File: src/rtl/i2c_pkg.sv
// Shared definitions for the I2C register-access master: FSM states and R/W bit values.
`timescale 1ns/1ps
package i2c_pkg;

    typedef enum logic [3:0] {
        IDLE    = 4'd0,
        START   = 4'd1,
        DEV_W   = 4'd2,
        REG     = 4'd3,
        WDATA   = 4'd4,
        RESTART = 4'd5,
        DEV_R   = 4'd6,
        RDATA   = 4'd7,
        STOP    = 4'd8,
        RESP    = 4'd9
    } state_t;

    localparam logic I2C_WR = 1'b0;
    localparam logic I2C_RD = 1'b1;

    // States whose command transmits a byte and therefore expects a slave ACK.
    function automatic logic is_byte_send(input state_t s);
        return (s == DEV_W) || (s == REG) || (s == WDATA) || (s == DEV_R);
    endfunction

endpackage

File: src/rtl/i2c_reg_master.sv
// Sequences single-register I2C writes and reads as a chain of start/byte/stop
// commands issued to a downstream transaction controller.
`timescale 1ns/1ps
module i2c_reg_master
    import i2c_pkg::*;
(
    input  logic       clk_i,
    input  logic       rst_n_i,
    input  logic       req_valid_i,
    output logic       req_ready_o,
    input  logic       req_rw_i,
    input  logic [6:0] req_dev_addr_i,
    input  logic [7:0] req_reg_addr_i,
    input  logic [7:0] req_wdata_i,
    output logic       rsp_valid_o,
    output logic [7:0] rsp_rdata_o,
    output logic       rsp_nack_o,
    output logic       busy_o,
    output logic       cmd_valid_o,
    input  logic       cmd_ready_i,
    output logic       start_o,
    output logic       stop_o,
    output logic       byte_send_o,
    output logic       byte_rcv_o,
    output logic       ack_en_o,
    output logic [7:0] byte_o,
    input  logic [7:0] byte_i,
    input  logic       ack_received_i
);

    state_t     state;
    state_t     next_cmd;
    logic       phase;      // 0 = ISSUE, 1 = WAIT
    logic       seen_low;
    logic       rw_q;
    logic [6:0] dev_q;
    logic [7:0] reg_q;
    logic [7:0] wdata_q;
    logic [7:0] rdata_q;
    logic       nack_q;
    logic       in_cmd;
    logic       issue;
    logic       send_nack;
    logic [7:0] byte_val;

    assign in_cmd    = (state != IDLE) && (state != RESP);
    assign issue     = in_cmd && !phase;
    assign send_nack = is_byte_send(state) && !ack_received_i;

    always_comb begin
        next_cmd = STOP;
        case (state)
            START:   next_cmd = DEV_W;
            DEV_W:   next_cmd = ack_received_i ? REG : STOP;
            REG:     next_cmd = !ack_received_i ? STOP :
                                (rw_q == I2C_RD) ? RESTART : WDATA;
            WDATA:   next_cmd = STOP;
            RESTART: next_cmd = DEV_R;
            DEV_R:   next_cmd = ack_received_i ? RDATA : STOP;
            RDATA:   next_cmd = STOP;
            STOP:    next_cmd = RESP;
            default: next_cmd = IDLE;
        endcase
    end

    always_comb begin
        byte_val = '0;
        case (state)
            DEV_W:   byte_val = {dev_q, I2C_WR};
            REG:     byte_val = reg_q;
            WDATA:   byte_val = wdata_q;
            DEV_R:   byte_val = {dev_q, I2C_RD};
            default: byte_val = '0;
        endcase
    end

    always_ff @(posedge clk_i) begin
        if (!rst_n_i) begin
            state    <= IDLE;
            phase    <= 1'b0;
            seen_low <= 1'b0;
            rw_q     <= 1'b0;
            dev_q    <= '0;
            reg_q    <= '0;
            wdata_q  <= '0;
            rdata_q  <= '0;
            nack_q   <= 1'b0;
        end else begin
            case (state)
                IDLE: begin
                    if (req_valid_i) begin
                        rw_q    <= req_rw_i;
                        dev_q   <= req_dev_addr_i;
                        reg_q   <= req_reg_addr_i;
                        wdata_q <= req_wdata_i;
                        rdata_q <= '0;
                        state   <= START;
                        phase   <= 1'b0;
                    end
                end
                RESP: begin
                    state  <= IDLE;
                    nack_q <= 1'b0;
                end
                default: begin
                    if (!phase) begin
                        if (cmd_ready_i) begin
                            phase    <= 1'b1;
                            seen_low <= 1'b0;
                        end
                    // A ready held high straight through acceptance is not completion;
                    // only a low-then-high transition ends the command.
                    end else if (!cmd_ready_i) begin
                        seen_low <= 1'b1;
                    end else if (seen_low) begin
                        state <= next_cmd;
                        phase <= 1'b0;
                        if (send_nack)
                            nack_q <= 1'b1;
                        if (state == RDATA)
                            rdata_q <= byte_i;
                    end
                end
            endcase
        end
    end

    // Outputs are forced low while reset is held, whatever the registered state.
    assign req_ready_o = rst_n_i && (state == IDLE);
    assign busy_o      = rst_n_i && (state != IDLE);
    assign cmd_valid_o = rst_n_i && issue;
    assign start_o     = cmd_valid_o && ((state == START) || (state == RESTART));
    assign stop_o      = cmd_valid_o && (state == STOP);
    assign byte_send_o = cmd_valid_o && is_byte_send(state);
    assign byte_rcv_o  = cmd_valid_o && (state == RDATA);
    assign ack_en_o    = 1'b0;  // single-byte read: master always NACKs the data byte
    assign byte_o      = byte_send_o ? byte_val : '0;
    assign rsp_valid_o = rst_n_i && (state == RESP);
    assign rsp_nack_o  = rsp_valid_o && nack_q;
    assign rsp_rdata_o = rsp_valid_o ? rdata_q : '0;

endmodule

File: config.mk
export PLATFORM = sky130hd
export DESIGN_NAME = i2c_reg_master
export DESIGN_NICKNAME = d
export VERILOG_FILES = /design/src/rtl/i2c_pkg.sv /design/src/rtl/i2c_reg_master.sv
export SDC_FILE = /design/constraint.sdc
export NUM_CORES = 1
export LEC_CHECK = 0
export CORE_MARGIN = 2
export CORE_UTILIZATION = 46
export CTS_CLUSTER_DIAMETER = 60
export DETAILED_ROUTE_END_ITERATION = 10
export PLACE_DENSITY = 0.9
export RECOVER_POWER = 25
export SLEW_MARGIN = 20
export SYNTH_ARGS = -nofsm -noshare
export SYNTH_HDL_FRONTEND = slang
export SYNTH_SLANG_ARGS = --single-unit
export TNS_END_PERCENT = 50
File: constraint.sdc
create_clock -name clk_i -period 2.1 [get_ports clk_i]
set_clock_uncertainty 0.1 [all_clocks]
set_input_delay 0.21 -clock clk_i [delete_from_list [all_inputs] [get_ports clk_i]]
set_output_delay 0.21 -clock clk_i [all_outputs]
set_load 0.005 [all_outputs]
==> impl_metrics.yaml <==
# flow metrics
finish:
  insertedDiodeCount: 0
synthesis:
  synth_area_mm2: 0.002034
  post_synth_inst_count: 274
  ys_dominant_reg_cell: "dfxtp_1"
  syn_nets: 311
  yosys.area_share.aoi_pct: 16.42
  postSynthRegisterBits: 39
  enable_flop_cells: 0
  ys_sh_mux_pct: 4.428
  asyncSetResetFlopFracSynth_pct: 0
  synth.comb.largest_family: "simple AND/OR/NAND/NOR gates"
  avgSynthCellArea_um2: 7.425
setup_path:
  crit_chain: "nor2b_4 > a21oi_1 > or3_4 > a21oi_2 > clkdlybuf4s50_1"
  crit_path_start: "state[2]$_SDFFE_PN0P_"
  cp_num_cells: 5
  cp_slowest_cell: "clkdlybuf4s50_1"
  worst_setup_path_end_kind: "primary output"
  crit-reg2reg-launch: "state[0]$_SDFFE_PN0P_"
  cp_slowest_stage_delay_ns: 0.50
  worst-r2r-cell-count: 7
clock_tree:
  path_clk_slew_ns: 0.09
  ctsLongestPathBuffers: 2
  cts_root_buf: "clkbuf_8"
placed_design:
  hpwl_mm: 4.036
  globalplace.congestion: 0.9017
sta:
  finalClockPeriodUsage_pct: 109.1
  finalSetupViolations: 9
  crit_path_setup_slack_layout_ns: -0.1920
  worst_slew_margin_rel_pct: 65.33
  fmaxAchievable_ghz: 0.4363
  rsz0062_at_grt: "yes"
run:
  warnings: 28
  drv.max_cap_violation_count: 0
floorplan:
  io-pin-count: 63
  floorplan.die_area_mm2: 0.004971
status:
  run_status: "finished, violations left"
  violations_in_the_final_reports: "setup timing"
power:
  p_per_area_mw_per_mm2: 538.4
[registers in the layout (all words and copies together) (netlist names)]
name,flops
wdata_q,8
rdata_q,8
phase,1
nack_q,1
seen_low,1
state,4
rw_q,1
reg_q,8
dev_q,7
[cell families (layout without fill, tap and decap cells)]
kind of cell              after synthesis  in the layout
and+or+nand+nor                       138            138
AOI/OAI and AO/OA                      61             61
DFF                                    39             39
buffers and inverters                  25            110
muxes                                   9              9
other                                   1              1
xor gates and xnor gates                1              1
[routing by layer]
metal / share of wire (%) / track usage (%) / wire (um) / vias up
met3: 7.7 / 5.195 / 574 / 33
li1: - / - / - / 1073
met5: 0 / 0 / 0 / -
met1: 39 / 28.10 / 2962 / 1120
met2: 49 / 42.87 / 3652 / 170
met4: 4.2 / 10.47 / 312 / 0
[Yosys cell counts, types with 2 or more instances]
master	instances	share of area, %
a21oi_1	44	11
a31oi_1	2	0.61
and2_1	13	4.0
buf_2	4	0.98
buf_4	4	1.5
buf_6	3	1.7
clkbuf_1	10	1.8
dfxtp_1	39	38
inv_1	3	0.55
mux2i_1	9	4.4
nand2_1	76	14
nand2b_1	10	3.1
nand3_1	3	0.74
nor2_1	7	1.3
nor2b_1	11	3.4
nor3_1	7	1.7
o21ai_0	7	1.7
o31ai_1	3	1.1
[per-stage QoR]
step / setup WS (ns) / TNS (ns) / util [%] / hold slack, ns / power, mW
after floorplan: 0.4471 / 0 / - / 0.2460 / 0.9748
after global routing: -0.2808 / -1.372 / 72.84 / 0.3648 / 1.736
after detailed placement: -0.1979 / -2.995 / 64.66 / 0.3417 / 1.120
final: -0.1920 / -0.6927 / 72.84 / 0.3519 / 1.684
after global placement: -0.1479 / -2.422 / 64.66 / 0.3381 / 1.109
after CTS: -0.1909 / -2.246 / 67.98 / 0.3525 / 1.617
[report_power, final]
| group | internal [mW] | switching [mW] | total, mW |
|---|---|---|---|
| clock | 0.232 | 0.280 | 0.512 |
| combinational | 0.195 | 0.174 | 0.369 |
| sequential | 0.776 | 0.0265 | 0.803 |
| total | 1.20 | 0.480 | 1.68 |
[cells in the final DEF (no fill, tap or decap), types with 2 or more instances in the layout]
cell,n
buf_4,30
dfxtp_1,35
buf_6,3
o31ai_1,3
dlygate4sd2_1,4
o21ai_0,7
and2_1,13
nand3_1,3
buf_12,3
nor2_1,7
nor2b_2,2
inv_1,3
a21oi_1,42
nor2b_1,8
nor4_4,2
nand2_1,76
dfxtp_4,3
mux2i_1,9
clkbuf_8,5
nor3_1,6
nand2b_4,3
nand2b_1,7
nor3_2,2
a31oi_1,2
a21oi_2,2
clkdlybuf4s50_1,41
dlymetal6s2s_1,13
clkbuf_2,2
[worst reg2reg max path, cell delays in order, from the launching register on]
cell,delay (ns)
dfxtp_4,0.38
buf_4,0.15
clkbuf_16,0.16
or4b_1,0.50
o31ai_1,0.08
and2b_1,0.20
buf_12,0.14
mux2i_1,0.20
[layout make-up]
type | instances | area, um2 | area share [%]
multi-input cells | 210 | 1197 | 38.28
repair buffers | 98 | 972.2 | 31.08
flip-flops and latches | 39 | 793.3 | 25.36
clock buffers | 6 | 72.57 | 2.320
well taps | 52 | 65.06 | 2.080
inverters | 4 | 15.01 | 0.4800
clock inverters | 2 | 12.51 | 0.4000
Fig. 1: routed metal, one color a layer
Only two layers are drawn.
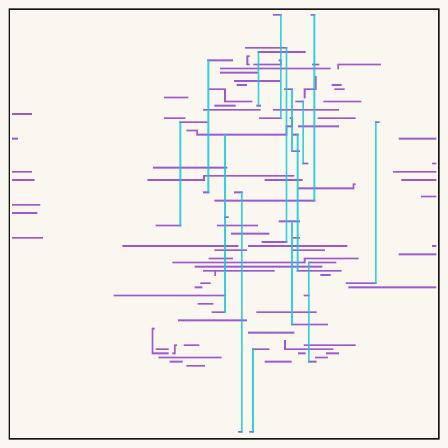
M4 -> cyan  # wire length 312 um
M3 -> purple  # wire length 575 um
gr usage total: 24.26%
overall via count from detail_route: 2,396
Routed Wire Length: 7.502 mm

Fig. 2: power grid
Pins as bars on the die edge.
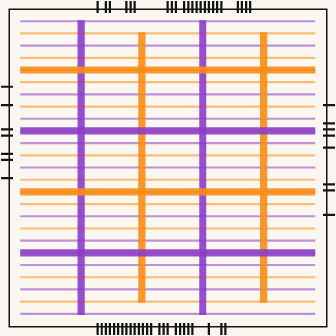
VSS -> purple
VDD -> orange
met5 straps = 4
signal pins = 63
met4 straps = 4
core box area: 0.004294 mm2
largest vdd supply drop: 0.4835 mV
Die Wd: 70.51 um

Fig. 3: cell classes on the final placement
Bar = 20 um.
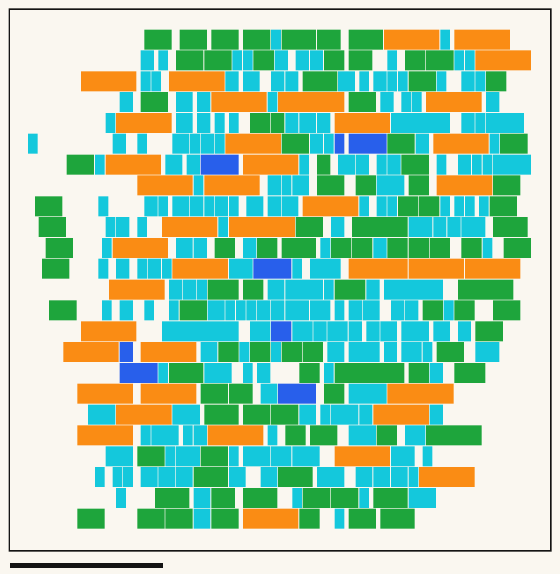
remaining logic cells -> cyan  # cells 214
remaining buffers and delay cells -> green  # cells 98
registers -> orange  # cells 39
clock drivers and dummy loads -> blue  # cells 8
post-layout utilization of the core: 72.84%
register share of the cell area: 25.36%
design area: 0.003128 mm2
Cell Rows: 24

Fig. 4: clock routing
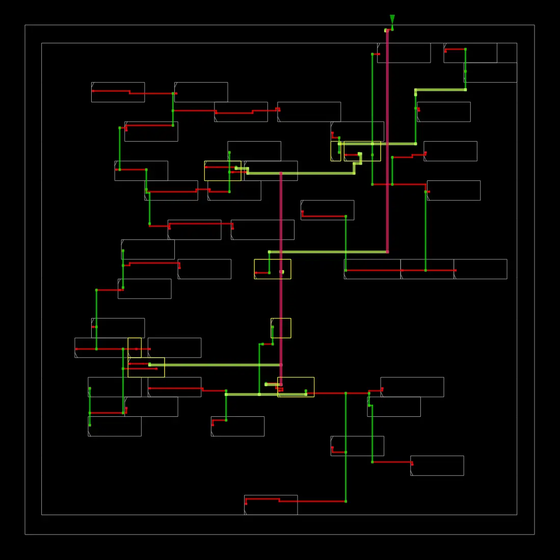
clock insertion delay at the later pin of the skew report: 0.30 ns
layout sequential cell count: 39
number of buffers inserted during clock tree synthesis: 5
clock group power: 0.512 mW
clock tree sinks: 39

Fig. 5: routed clock nets over the placement
Bar = 20 um.
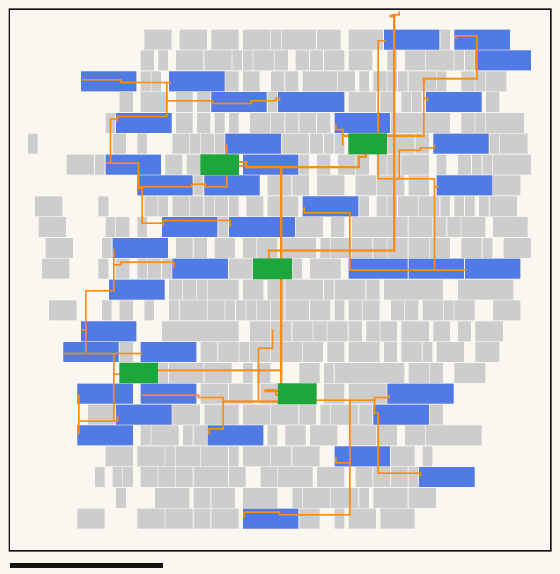
clock-net drivers -> green  # count 5
flip-flops -> blue  # count 39
clock wires -> orange  # length 505 um
flops lie = all over the die
routed clock nets = 6
share of power burned in the clock network: 30.4%

No activity file was given, so power comes from the tool's default toggle rates.
